### src/rtl/tmds_pkg.sv
// Shared TMDS definitions: control tokens, alignment FSM states and the decoded symbol record.
package tmds_pkg;

    typedef enum logic [1:0] {
        SEARCH = 2'd0,
        SLIP   = 2'd1,
        WAIT   = 2'd2,
        LOCKED = 2'd3
    } align_state_t;

    // Index into this table is the {c1,c0} value the token carries.
    localparam logic [9:0] CTL_TOKEN [0:3] = '{
        10'b1101010100,
        10'b0010101011,
        10'b0101010100,
        10'b1010101011
    };

endpackage

### src/rtl/tmds_symbol_decode.sv
// Combinational 10b symbol decoder: control-token match plus transition-minimised video decode.
module tmds_symbol_decode
    import tmds_pkg::*;
(
    input  logic [9:0] sym_i,
    output logic       is_token_o,
    output logic [1:0] ctl_o,
    output logic [7:0] pdata_o
);

    logic [7:0] q_s;

    // Token match; pdata_o is always the video interpretation and is discarded by the caller for tokens.
    always_comb begin
        is_token_o = 1'b0;
        ctl_o      = 2'b00;
        pdata_o    = 8'h00;
        q_s        = sym_i[9] ? ~sym_i[7:0] : sym_i[7:0];

        case (sym_i)
            CTL_TOKEN[0]: begin is_token_o = 1'b1; ctl_o = 2'b00; end
            CTL_TOKEN[1]: begin is_token_o = 1'b1; ctl_o = 2'b01; end
            CTL_TOKEN[2]: begin is_token_o = 1'b1; ctl_o = 2'b10; end
            CTL_TOKEN[3]: begin is_token_o = 1'b1; ctl_o = 2'b11; end
            default:      begin is_token_o = 1'b0; ctl_o = 2'b00; end
        endcase

        // Bit 8 selects XOR or XNOR chaining used by the encoder.
        pdata_o[0] = q_s[0];
        for (int i = 1; i < 8; i++) begin
            pdata_o[i] = sym_i[8] ? (q_s[i] ^ q_s[i-1]) : ~(q_s[i] ^ q_s[i-1]);
        end
    end

endmodule

### src/rtl/tmds_decode_align.sv
// TMDS receive channel: word alignment via control-token runs with bitslip, then 10b->8b decode.
module tmds_decode_align
    import tmds_pkg::*;
#(
    parameter int CTL_RUN        = 8,
    parameter int SEARCH_TIMEOUT = 4096,
    parameter int SLIP_SETTLE    = 4,
    parameter int LOSS_TIMEOUT   = 65536
) (
    input  logic       pixel_clk,
    input  logic       rst,
    input  logic [9:0] tmds_data,
    output logic       bitslip,
    output logic       aligned,
    output logic [3:0] slip_count,
    output logic       active,
    output logic [7:0] pdata,
    output logic [1:0] ctl
);

    localparam int RUN_W  = $clog2(CTL_RUN + 1);
    localparam int TMO_W  = $clog2(SEARCH_TIMEOUT + 1);
    localparam int SET_W  = $clog2(SLIP_SETTLE + 1);
    localparam int LOSS_W = $clog2(LOSS_TIMEOUT + 1);

    align_state_t      state_q, state_d;
    logic [9:0]        sym_q;
    logic [RUN_W-1:0]  run_q, run_d;
    logic [TMO_W-1:0]  tmo_q, tmo_d;
    logic [SET_W-1:0]  set_q, set_d;
    logic [LOSS_W-1:0] loss_q, loss_d;
    logic [3:0]        slip_cnt_q, slip_cnt_d;
    logic              bitslip_q, bitslip_d;
    logic              aligned_q, aligned_d;
    logic              active_q, active_d;
    logic [7:0]        pdata_q, pdata_d;
    logic [1:0]        ctl_q, ctl_d;

    logic              tok_s;
    logic [1:0]        tok_ctl_s;
    logic [7:0]        dec_pdata_s;

    tmds_symbol_decode u_decode (
        .sym_i      (sym_q),
        .is_token_o (tok_s),
        .ctl_o      (tok_ctl_s),
        .pdata_o    (dec_pdata_s)
    );

    // Next-state, counters and gated stage-2 outputs.
    always_comb begin
        state_d    = state_q;
        tmo_d      = '0;
        set_d      = '0;
        loss_d     = '0;
        slip_cnt_d = slip_cnt_q;

        if (tok_s) begin
            run_d = (run_q == RUN_W'(CTL_RUN)) ? run_q : run_q + RUN_W'(1);
        end else begin
            run_d = '0;
        end

        case (state_q)
            SEARCH: begin
                tmo_d = tmo_q + TMO_W'(1);
                // A completed run takes priority over a simultaneous timeout.
                if (run_d == RUN_W'(CTL_RUN)) begin
                    state_d    = LOCKED;
                    slip_cnt_d = 4'd0;
                end else if (tmo_q == TMO_W'(SEARCH_TIMEOUT - 1)) begin
                    state_d = SLIP;
                end else begin
                    state_d = SEARCH;
                end
            end
            SLIP: begin
                run_d      = '0;
                slip_cnt_d = (slip_cnt_q == 4'd9) ? 4'd0 : slip_cnt_q + 4'd1;
                state_d    = WAIT;
            end
            WAIT: begin
                run_d = '0;
                set_d = set_q + SET_W'(1);
                if (set_q == SET_W'(SLIP_SETTLE - 1)) begin
                    state_d = SEARCH;
                end else begin
                    state_d = WAIT;
                end
            end
            LOCKED: begin
                if (tok_s) begin
                    loss_d = '0;
                end else if (loss_q == LOSS_W'(LOSS_TIMEOUT - 1)) begin
                    state_d    = SEARCH;
                    slip_cnt_d = 4'd0;
                    run_d      = '0;
                end else begin
                    loss_d = loss_q + LOSS_W'(1);
                end
            end
            default: begin
                state_d = SEARCH;
                run_d   = '0;
            end
        endcase

        bitslip_d = (state_d == SLIP);
        aligned_d = (state_d == LOCKED);

        // Outputs are gated with the next aligned value so they change together with it.
        if (!aligned_d) begin
            active_d = 1'b0;
            pdata_d  = 8'h00;
            ctl_d    = 2'b00;
        end else if (tok_s) begin
            active_d = 1'b0;
            pdata_d  = 8'h00;
            ctl_d    = tok_ctl_s;
        end else begin
            active_d = 1'b1;
            pdata_d  = dec_pdata_s;
            ctl_d    = ctl_q;
        end
    end

    // Stage-1 input register, FSM state, counters and stage-2 output registers.
    always_ff @(posedge pixel_clk or posedge rst) begin
        if (rst) begin
            state_q    <= SEARCH;
            sym_q      <= 10'd0;
            run_q      <= '0;
            tmo_q      <= '0;
            set_q      <= '0;
            loss_q     <= '0;
            slip_cnt_q <= 4'd0;
            bitslip_q  <= 1'b0;
            aligned_q  <= 1'b0;
            active_q   <= 1'b0;
            pdata_q    <= 8'h00;
            ctl_q      <= 2'b00;
        end else begin
            state_q    <= state_d;
            sym_q      <= tmds_data;
            run_q      <= run_d;
            tmo_q      <= tmo_d;
            set_q      <= set_d;
            loss_q     <= loss_d;
            slip_cnt_q <= slip_cnt_d;
            bitslip_q  <= bitslip_d;
            aligned_q  <= aligned_d;
            active_q   <= active_d;
            pdata_q    <= pdata_d;
            ctl_q      <= ctl_d;
        end
    end

    assign bitslip    = bitslip_q;
    assign aligned    = aligned_q;
    assign slip_count = slip_cnt_q;
    assign active     = active_q;
    assign pdata      = pdata_q;
    assign ctl        = ctl_q;

endmodule

### config.mk
export PLATFORM = sky130hd
export DESIGN_NAME = tmds_decode_align
export DESIGN_NICKNAME = d
export VERILOG_FILES = /design/src/rtl/tmds_pkg.sv /design/src/rtl/tmds_symbol_decode.sv /design/src/rtl/tmds_decode_align.sv
export SDC_FILE = /design/constraint.sdc
export NUM_CORES = 1
export LEC_CHECK = 0
export CORE_UTILIZATION = 61
export CTS_CLUSTER_DIAMETER = 60
export CTS_CLUSTER_SIZE = 16
export DETAILED_ROUTE_END_ITERATION = 6
export HOLD_SLACK_MARGIN = 0.15
export PLACE_DENSITY = 0.9
export REMOVE_ABC_BUFFERS = 1
export SYNTH_ARGS = -nofsm -noshare
export SYNTH_HDL_FRONTEND = slang
export SYNTH_HIERARCHICAL = 1
export SYNTH_SLANG_ARGS = --single-unit
### constraint.sdc
create_clock -name pixel_clk -period 4.4 [get_ports pixel_clk]
set_clock_uncertainty 0.2 [all_clocks]
set_input_delay 1.32 -clock pixel_clk [delete_from_list [all_inputs] [get_ports pixel_clk]]
set_output_delay 1.32 -clock pixel_clk [all_outputs]
set_load 0.01 [all_outputs]
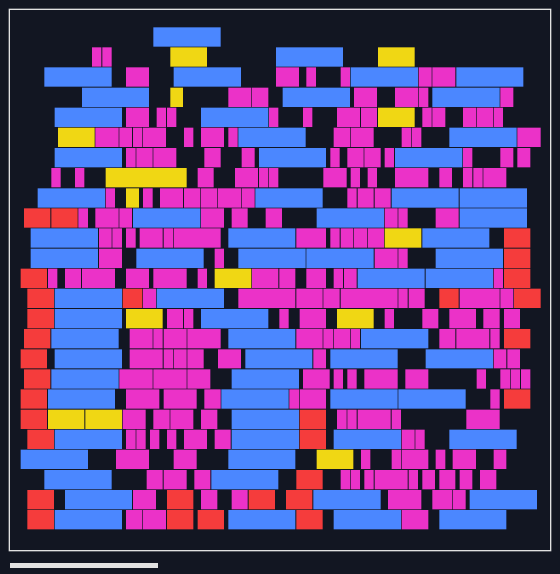
Fig. 1. Placement by cell class.
Bar = 20 um.
Blue is registers, cells 66. Red is remaining buffers and delay cells, cells 30. Yellow is clock drivers and dummy loads, cells 14. Magenta is remaining logic cells, cells 211.
core area: 0.004786 mm2
site row count: 25
Final Util: 0.7542

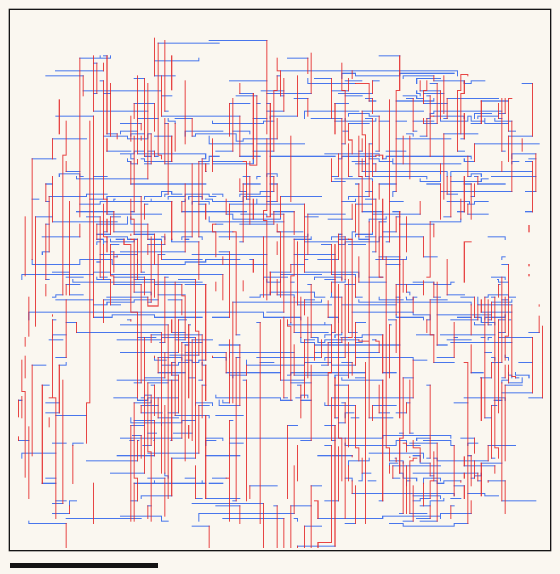
Fig. 2. Signal wires by layer.
Bar = 20 um. Only two layers are drawn.
Blue is M1, wire length 2330 um. Red is M2, wire length 2780 um.
GRT Total Usage: 0.2464
Via Count: 2090
aggregate routed wire length: 5438 um
detailed-route wire length per cell: 14.02 um

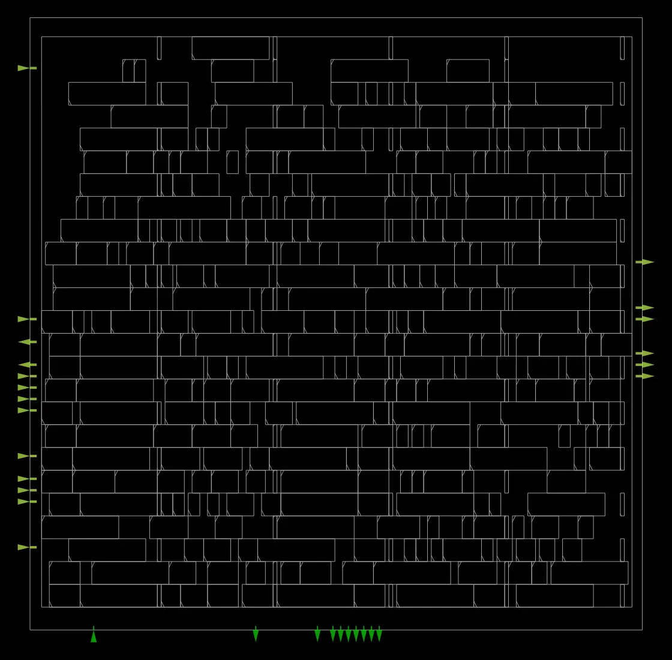
Fig. 3. Placement view.
n_taps: 67
fin cells: 388
FF+latch count: 66
fraction of standard cell area that is sequential: 0.4575

==> job_summary.md <==
## Synthesis and layout report

| Metric | Value |
|---|---|
| FFs w/ async S/R, synth | 1.000 |
| Cell at the root of the clock tree | sky130_fd_sc_hd__clkbuf_8 |
| Summed instance area of the synthesized netlist | 0.003074 mm2 |
| Post-CTS resize count | 0 |
| Path type of the worst setup path | flop to output pin |
| Outcome | completed |
| Count of state elements after synthesis | 66 |
| Number of flip-flops under the largest register name | 17 |
| Worst reg2reg setup slack | 1.98 ns |
| Minimum clock period | 2.856 ns |
| Group with the largest share of power | sequential cells |
| Biggest regs | loss_q: 17 flops, tmo_q: 13 flops, sym_q: 10 flops |
| Top_reg_cell synth | sky130_fd_sc_hd__dfrtp_1 |
| CP max FO | 5 |
| Post-synthesis cell count | 283 |
| Met3 wire length | 207 um |
| Syn-to-layout area delta | 17.42% |
| Setup TNS Final | 0 ns |
| Clock tree from TritonCTS | built |
| Grt peak-use layer | met2 |
| Final hold violations | 0 |
| Beginning of the worst register-to-register path | sym_q[8]$_DFF_PP0_ |
| Number of optimization iterations in the first detailed-route pass | 4 |
| Largest net degree at the start of global routing | 37 |
| Number of antenna violations at the first check in global routing | 0 |
| Relative slew slack | 0.5203 |
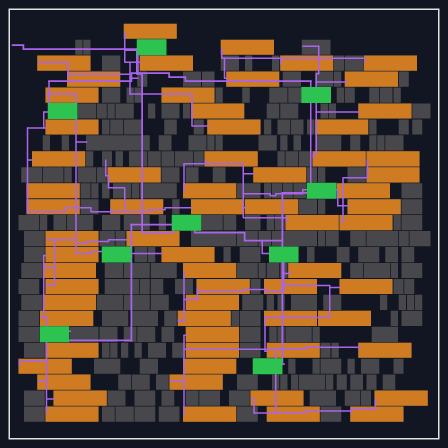
Fig. 4. Clock wires, drivers and flops.
Purple is clock wires, length 790 um. Green is clock-net drivers, count 9. Orange is flip-flops, count 66.
There are 10 routed clock nets.
latest clock arrival within the worst-skew pair: 0.34 ns
power consumed by the clock network: 0.000500 W
Clk pwr share: 0.431

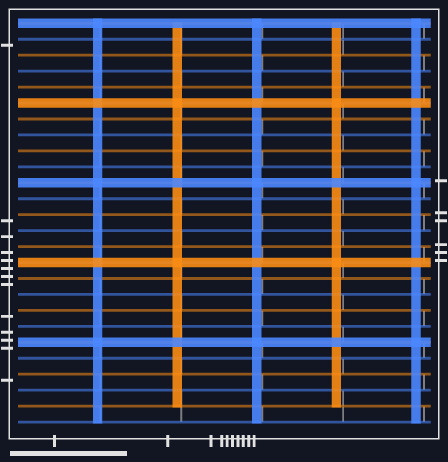
Fig. 5. Floorplan with the power grid.
Bar = 20 um. Pins as bars on the die edge. Tap cells in grey.
Blue is VSS. Orange is VDD.
26 met1 rails follow the rows. 5 straps on met5. The core has 25 rows.
die span in y: 72.99 um
die outline width: 72.99 um
worst voltage drop across the vdd grid: 0.2880 mV

[kinds of logic (layout without fill, tap and decap cells)]
family,Yosys count,in the layout,share of synthesized area
muxes,4,4,0.01302
adders and majority gates,16,16,0.06512
buffers and inverters,26,64,0.03581
AOI/OAI and AO/OA,18,18,0.04762
and+or+nand+nor,118,118,0.2015
DFF,66,66,0.5372
xor gates and xnor gates,35,35,0.09971
[per-stage QoR]
stage,utilization,instance area (um2),total power [W],worst slack (ns)
after CTS,0.7542,3610,0.001164,1.536
after detailed placement,0.7142,3418,0.0006703,1.622
after global placement,0.7142,3418,0.0006682,1.628
final,0.7542,3610,0.001160,1.544
after global routing,0.7542,3610,0.001202,1.497
after floorplan,-,3039,0.0006519,1.225
Power figures rest on the tool's default switching activity, not on a simulated workload.
